==> src/rtl/hopfield_recall_engine.sv <==
`default_nettype none
`timescale 1ns/1ps
// ============================================================================
// Module   : hopfield_recall_engine
// Purpose  : Hopfield associative recall using one time-multiplexed MAC;
//            synchronous (whole-vector) or asynchronous (in-place) updates.
// Revision : 1.0 - initial release
// ============================================================================
module hopfield_recall_engine #(
  parameter  int N        = 16,
  parameter  int WW       = 8,
  parameter  int MAX_ITER = 16,
  parameter  int IW       = $clog2(N),
  localparam int ACC_W    = WW + $clog2(N) + 1,
  localparam int CW       = $clog2(MAX_ITER + 1)
) (
  input  logic                 clk,
  input  logic                 rst,
  input  logic                 wr_en,
  input  logic [IW-1:0]        wr_row,
  input  logic [IW-1:0]        wr_col,
  input  logic signed [WW-1:0] wr_data,
  input  logic                 start,
  input  logic                 mode_async,
  input  logic [N-1:0]         pattern_in,
  input  logic                 abort,
  output logic                 busy,
  output logic                 done,
  output logic                 converged,
  output logic [N-1:0]         pattern_out,
  output logic [CW-1:0]        iter_count
);

  typedef enum logic [2:0] {
    S_IDLE   = 3'd0,
    S_MAC    = 3'd1,
    S_UPDATE = 3'd2,
    S_CHECK  = 3'd3,
    S_DONE   = 3'd4
  } state_t;

  localparam logic [IW-1:0] c_last_idx = IW'(N - 1);
  localparam logic [CW-1:0] c_max_iter = CW'(MAX_ITER);

  state_t                  r_fsm;
  logic signed [WW-1:0]    r_weights [N][N];
  logic [N-1:0]            r_state;
  logic [N-1:0]            r_next;
  logic                    r_mode;
  logic                    r_changed;
  logic [IW-1:0]           r_i;
  logic [IW-1:0]           r_j;
  logic signed [ACC_W-1:0] r_acc;

  logic signed [WW-1:0]    w_weight;
  logic signed [ACC_W-1:0] w_weight_ext;
  logic signed [ACC_W-1:0] w_term;
  logic signed [ACC_W-1:0] w_sum;
  logic                    w_new_bit;
  logic [CW-1:0]           w_iter_next;

  // Weight array is intentionally left without reset.
  always_ff @(posedge clk) begin
    if (wr_en && (r_fsm == S_IDLE)) begin
      r_weights[wr_row][wr_col] <= wr_data;
    end
  end

  // In sync mode r_state is only rewritten at CHECK, so it already is the
  // sweep-start snapshot; in async mode it carries the in-place updates.
  assign w_weight     = r_weights[r_i][r_j];
  assign w_weight_ext = {{(ACC_W - WW){w_weight[WW-1]}}, w_weight};
  assign w_term       = r_state[r_j] ? w_weight_ext : -w_weight_ext;
  assign w_sum        = r_acc + w_term;
  assign w_iter_next  = iter_count + CW'(1);

  always_comb begin
    w_new_bit = r_state[r_i];
    if (r_acc > 0) begin
      w_new_bit = 1'b1;
    end else if (r_acc < 0) begin
      w_new_bit = 1'b0;
    end
  end

  assign pattern_out = r_state;

  always_ff @(posedge clk or posedge rst) begin
    if (rst) begin
      r_fsm      <= S_IDLE;
      busy       <= 1'b0;
      done       <= 1'b0;
      converged  <= 1'b0;
      r_state    <= '0;
      r_next     <= '0;
      r_mode     <= 1'b0;
      r_changed  <= 1'b0;
      r_i        <= '0;
      r_j        <= '0;
      r_acc      <= '0;
      iter_count <= '0;
    end else begin
      done <= 1'b0;
      case (r_fsm)
        S_IDLE: begin
          if (start) begin
            r_state    <= pattern_in;
            r_mode     <= mode_async;
            iter_count <= '0;
            r_changed  <= 1'b0;
            r_i        <= '0;
            r_j        <= '0;
            r_acc      <= '0;
            converged  <= 1'b0;
            busy       <= 1'b1;
            r_fsm      <= S_MAC;
          end
        end

        S_MAC: begin
          if (abort) begin
            busy      <= 1'b0;
            converged <= 1'b0;
            r_fsm     <= S_IDLE;
          end else begin
            r_acc <= w_sum;
            if (r_j == c_last_idx) begin
              r_fsm <= S_UPDATE;
            end else begin
              r_j <= r_j + IW'(1);
            end
          end
        end

        S_UPDATE: begin
          if (abort) begin
            busy      <= 1'b0;
            converged <= 1'b0;
            r_fsm     <= S_IDLE;
          end else begin
            if (r_mode) begin
              r_state[r_i] <= w_new_bit;
            end else begin
              r_next[r_i] <= w_new_bit;
            end
            r_changed <= r_changed | (w_new_bit != r_state[r_i]);
            r_acc     <= '0;
            r_j       <= '0;
            if (r_i == c_last_idx) begin
              r_fsm <= S_CHECK;
            end else begin
              r_i   <= r_i + IW'(1);
              r_fsm <= S_MAC;
            end
          end
        end

        S_CHECK: begin
          if (abort) begin
            busy      <= 1'b0;
            converged <= 1'b0;
            r_fsm     <= S_IDLE;
          end else begin
            if (!r_mode) begin
              r_state <= r_next;
            end
            iter_count <= w_iter_next;
            if (!r_changed) begin
              converged <= 1'b1;
              done      <= 1'b1;
              busy      <= 1'b0;
              r_fsm     <= S_DONE;
            end else if (w_iter_next == c_max_iter) begin
              converged <= 1'b0;
              done      <= 1'b1;
              busy      <= 1'b0;
              r_fsm     <= S_DONE;
            end else begin
              r_changed <= 1'b0;
              r_i       <= '0;
              r_fsm     <= S_MAC;
            end
          end
        end

        S_DONE: begin
          r_fsm <= S_IDLE;
        end

        default: begin
          busy  <= 1'b0;
          r_fsm <= S_IDLE;
        end
      endcase
    end
  end

endmodule
`default_nettype wire

==> config.mk <==
export PLATFORM = sky130hd
export DESIGN_NAME = hopfield_recall_engine
export DESIGN_NICKNAME = d
export VERILOG_FILES = /design/src/rtl/hopfield_recall_engine.sv
export SDC_FILE = /design/constraint.sdc
export NUM_CORES = 2
export LEC_CHECK = 0
export ABC_AREA = 1
export CORE_MARGIN = 2
export CORE_UTILIZATION = 55
export DETAILED_ROUTE_END_ITERATION = 10
export PLACE_DENSITY = 0.71
export SKIP_LAST_GASP = 1
export SYNTH_ARGS = -nofsm -noshare
export SYNTH_HDL_FRONTEND = slang
export SYNTH_SLANG_ARGS = --single-unit
export TNS_END_PERCENT = 1
==> constraint.sdc <==
create_clock -name clk -period 10.7 [get_ports clk]
set_input_delay 2.14 -clock clk [delete_from_list [all_inputs] [get_ports clk]]
set_output_delay 2.14 -clock clk [all_outputs]
set_load 0.02 [all_outputs]
### Clock wiring as the flow saved it

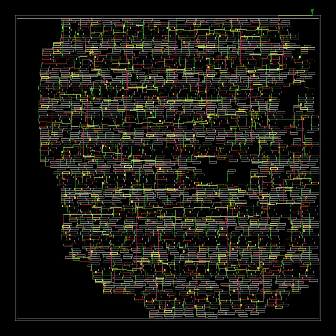
Num CTS Buffers: 203
Flop Count: 2,114
clock buffers: 265
clock sinks: 2,114
skew final: 37.7 ps

### Clock wires, drivers and flops

Bar = 100 um.
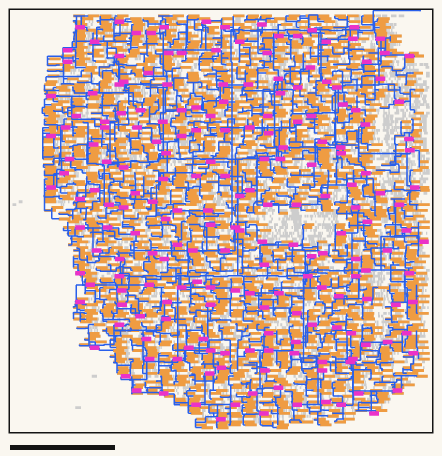
[blue] clock wires | length: 22.3 mm
[magenta] clock-net drivers | count: 203
[orange] flip-flops | count: 2,114
flops lie: all over the die

==> impl_metrics.ini <==
; physical design summary
[layout]
mostFrequentLayoutCell = edfxtp_1
layout_top_cells = 2,048 x edfxtp_1, 1,561 x nor2_1, 1,218 x nand2_1
clk_share_pct = 6.53
final_cells = 9542
design_area_um2 = 94800
nNetsFinal = 7368
fill_cells = 11900
utilization_pct = 60.5
drive_above_1_share_pct = 5.42
diodes = 5
inverters = 204
logic_gates = 4640
largest_class = sequential cells
sh_seq_area_pct = 66.7
syn_to_final_growth_pct = 9.09
comb_area_um2 = 20600
comb_share_pct = 21.8
non_clock_buffer_area_share_pct = 1.46
n_all_buffers = 145
regArea_um2 = 63200

[detailed_routing]
via_per_inst = 6.14
wl_um = 235000
drtAntennaViolNets = 0
wl_met3_um = 27500
vias = 58600
drc_errors = 0
wl_met2_um = 108000
drt_first_pass_iters = 8
drt_iter0_markers = 9480
m1WireLength_um = 91200
routed.top_layer = met5
wl_per_cell_um = 24.6

[clock_network]
clockBufferDepth = 3
clk_latency_ps = 850
cts_resized = 0
post_cts_buffers = 0
cts_tree = done
htree_levels = 4
ctsHoldBuffers = 0
root_buffer = clkbuf_16
clk_pin_slew_worst_paths_ps = 60

[synth]
synthTopCellsByCount = 2,048 x edfxtp_1, 1,563 x nor2_1, 1,230 x nand2_1
ys_seq_share_pct = 72.7
simple_gate_share_pct = 14.3
ys_cells = 7428
synth.most_common_cell = edfxtp_1
mux_share_pct = 0.0130
fp_nets = 7488
yosysTopAreaCellShare_pct = 70.8
ys_top_logic_family = simple AND/OR/NAND/NOR gates
ys.flop_type = edfxtp_1
ys_area_um2 = 86900
edf_count = 2048
xor_share_pct = 0.111
compound_area_share_pct = 8.96
avgSynthCellArea_um2 = 11.7
yosysUniqueCellTypes = 46
adder_share_pct = 0.326
yosysTopAreaCell = edfxtp_1
synth_async_sr_flop_share_pct = 3.12
synthTopCellsByArea = edfxtp_1 71%, nor2_1 6.8%, o21ai_0 5.3%
synth_area_um2 = 86900
yosysWarnings = 0
ys_seq_elements = 2114
synthCells = 7428

[power]
powerClk_w = 0.00676
p_seq_w = 0.00930
power.clock.fraction_pct = 31.5
power_frac_seq_pct = 43.4
pwr-share-comb_pct = 25.1
power.density_nw_per_um2 = 226
p_leak_nw = 32.4
p_int_w = 0.0144
power.total_w = 0.0214
top_power_group = sequential cells
switchingPower_w = 0.00709
switching_share_pct = 33.1
p_comb_w = 0.00538

[floorplanning]
tap_cells = 2058
chipArea_um2 = 161000
die_h_um = 401
fp.dieW_um = 401
ios = 62
rows = 145
core_um2 = 157000

[global_routing]
use_met1_pct = 40.4
antenna_found_initial = 5
use_met3_pct = 6.36
top_usage_layer = met2
grtUsageTotal_pct = 28.7
use_met2_pct = 44.3
grt_max_degree = 197
first_global_vias = 55400
grt_pass1_wl_um = 351000
grt-ovfl-total = 0

[outcome]
status = completed

[final_timing]
slew_headroom_pct = 10.9
finalMaxSlewViolations = 0
fmax_mhz = 151
tightest_slew_ps = 1330
finalSetupViolCount = 0
tns_ps = 0
fin_ws_ps = 4080
fin_crit_ps = 6620
rsz0062_at_grt = false
hold_violations = 0
fin_crit_sh_pct = 61.9
hold_slack_ps = 481

[run]
warning_count = 88
cap_violations = 0

[setup_path]
worst-endpoint-arrival_ps = 7390
worstPathRequired_ps = 11470
critPathSlowestCell = dfrtp_4
endpoint = r_acc[11]$_DFFE_PP0P_
worst_r2r_path_depth = 31
slowest_delay_ps = 960
critPathCaptureType = flop
worstSetupPathType = reg2reg
cp_common_cell = nand2_1
cpLargestDelayFamily = simple AND/OR/NAND/NOR gates
r2r-end = r_acc[11]$_DFFE_PP0P_
cp-start-kind = flop
cp_max_fo = 79
path_buffers = 4
reg2reg_from = r_i[0]$_DFFE_PP0P_
worst-path-stages = 31

[place]
place_hpwl_um = 131000
dp.cells = 9161
place_worst_setup_slack_ps = 4300
gp_congestion = 0.888
io_buffer_count = 61
place_area_um2 = 88600

[min_path]
hold_path_depth = 2
min_path_type = reg2reg
### Zoomed window

Window x 286 to 316, y 85 to 115 um. Cells in grey, sequential cells in the stronger grey; small squares are vias.
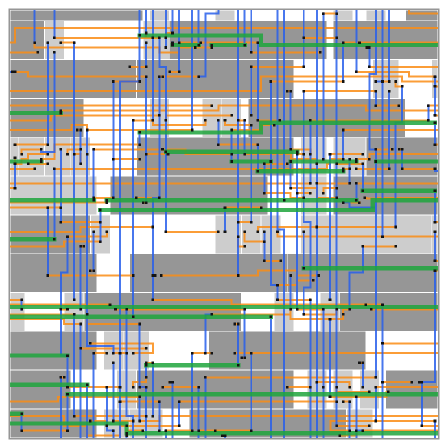
[green] M3
[blue] M2
[orange] M1
cells with their middle in the window: 50
sequential cells in the window: 19
netlist names of flops here include: r_weights (19)
most frequent: edfxtp_1 (19), o21ai_0 (8), nand2_1 (8)

## flip-flops by register name, summed over array words and instances (netlist names), 3 cells and up
name	cells
pattern_out	16
iter_count	5
r_acc	13
r_i	4
r_j	4
r_weights	2048
r_next	16
r_fsm	3
## worst min path at each step
stage	start	end	slack, ps
global placement	busy$_DFFE_PP0P_	busy$_DFFE_PP0P_	460
finish	busy$_DFFE_PP0P_	busy$_DFFE_PP0P_	480
global route	busy$_DFFE_PP0P_	busy$_DFFE_PP0P_	530
floorplan	r_acc[12]$_DFFE_PP0P_	r_acc[12]$_DFFE_PP0P_	470
CTS	busy$_DFFE_PP0P_	busy$_DFFE_PP0P_	490
detailed placement	busy$_DFFE_PP0P_	busy$_DFFE_PP0P_	480
Power is estimated from default activity; no workload was simulated.
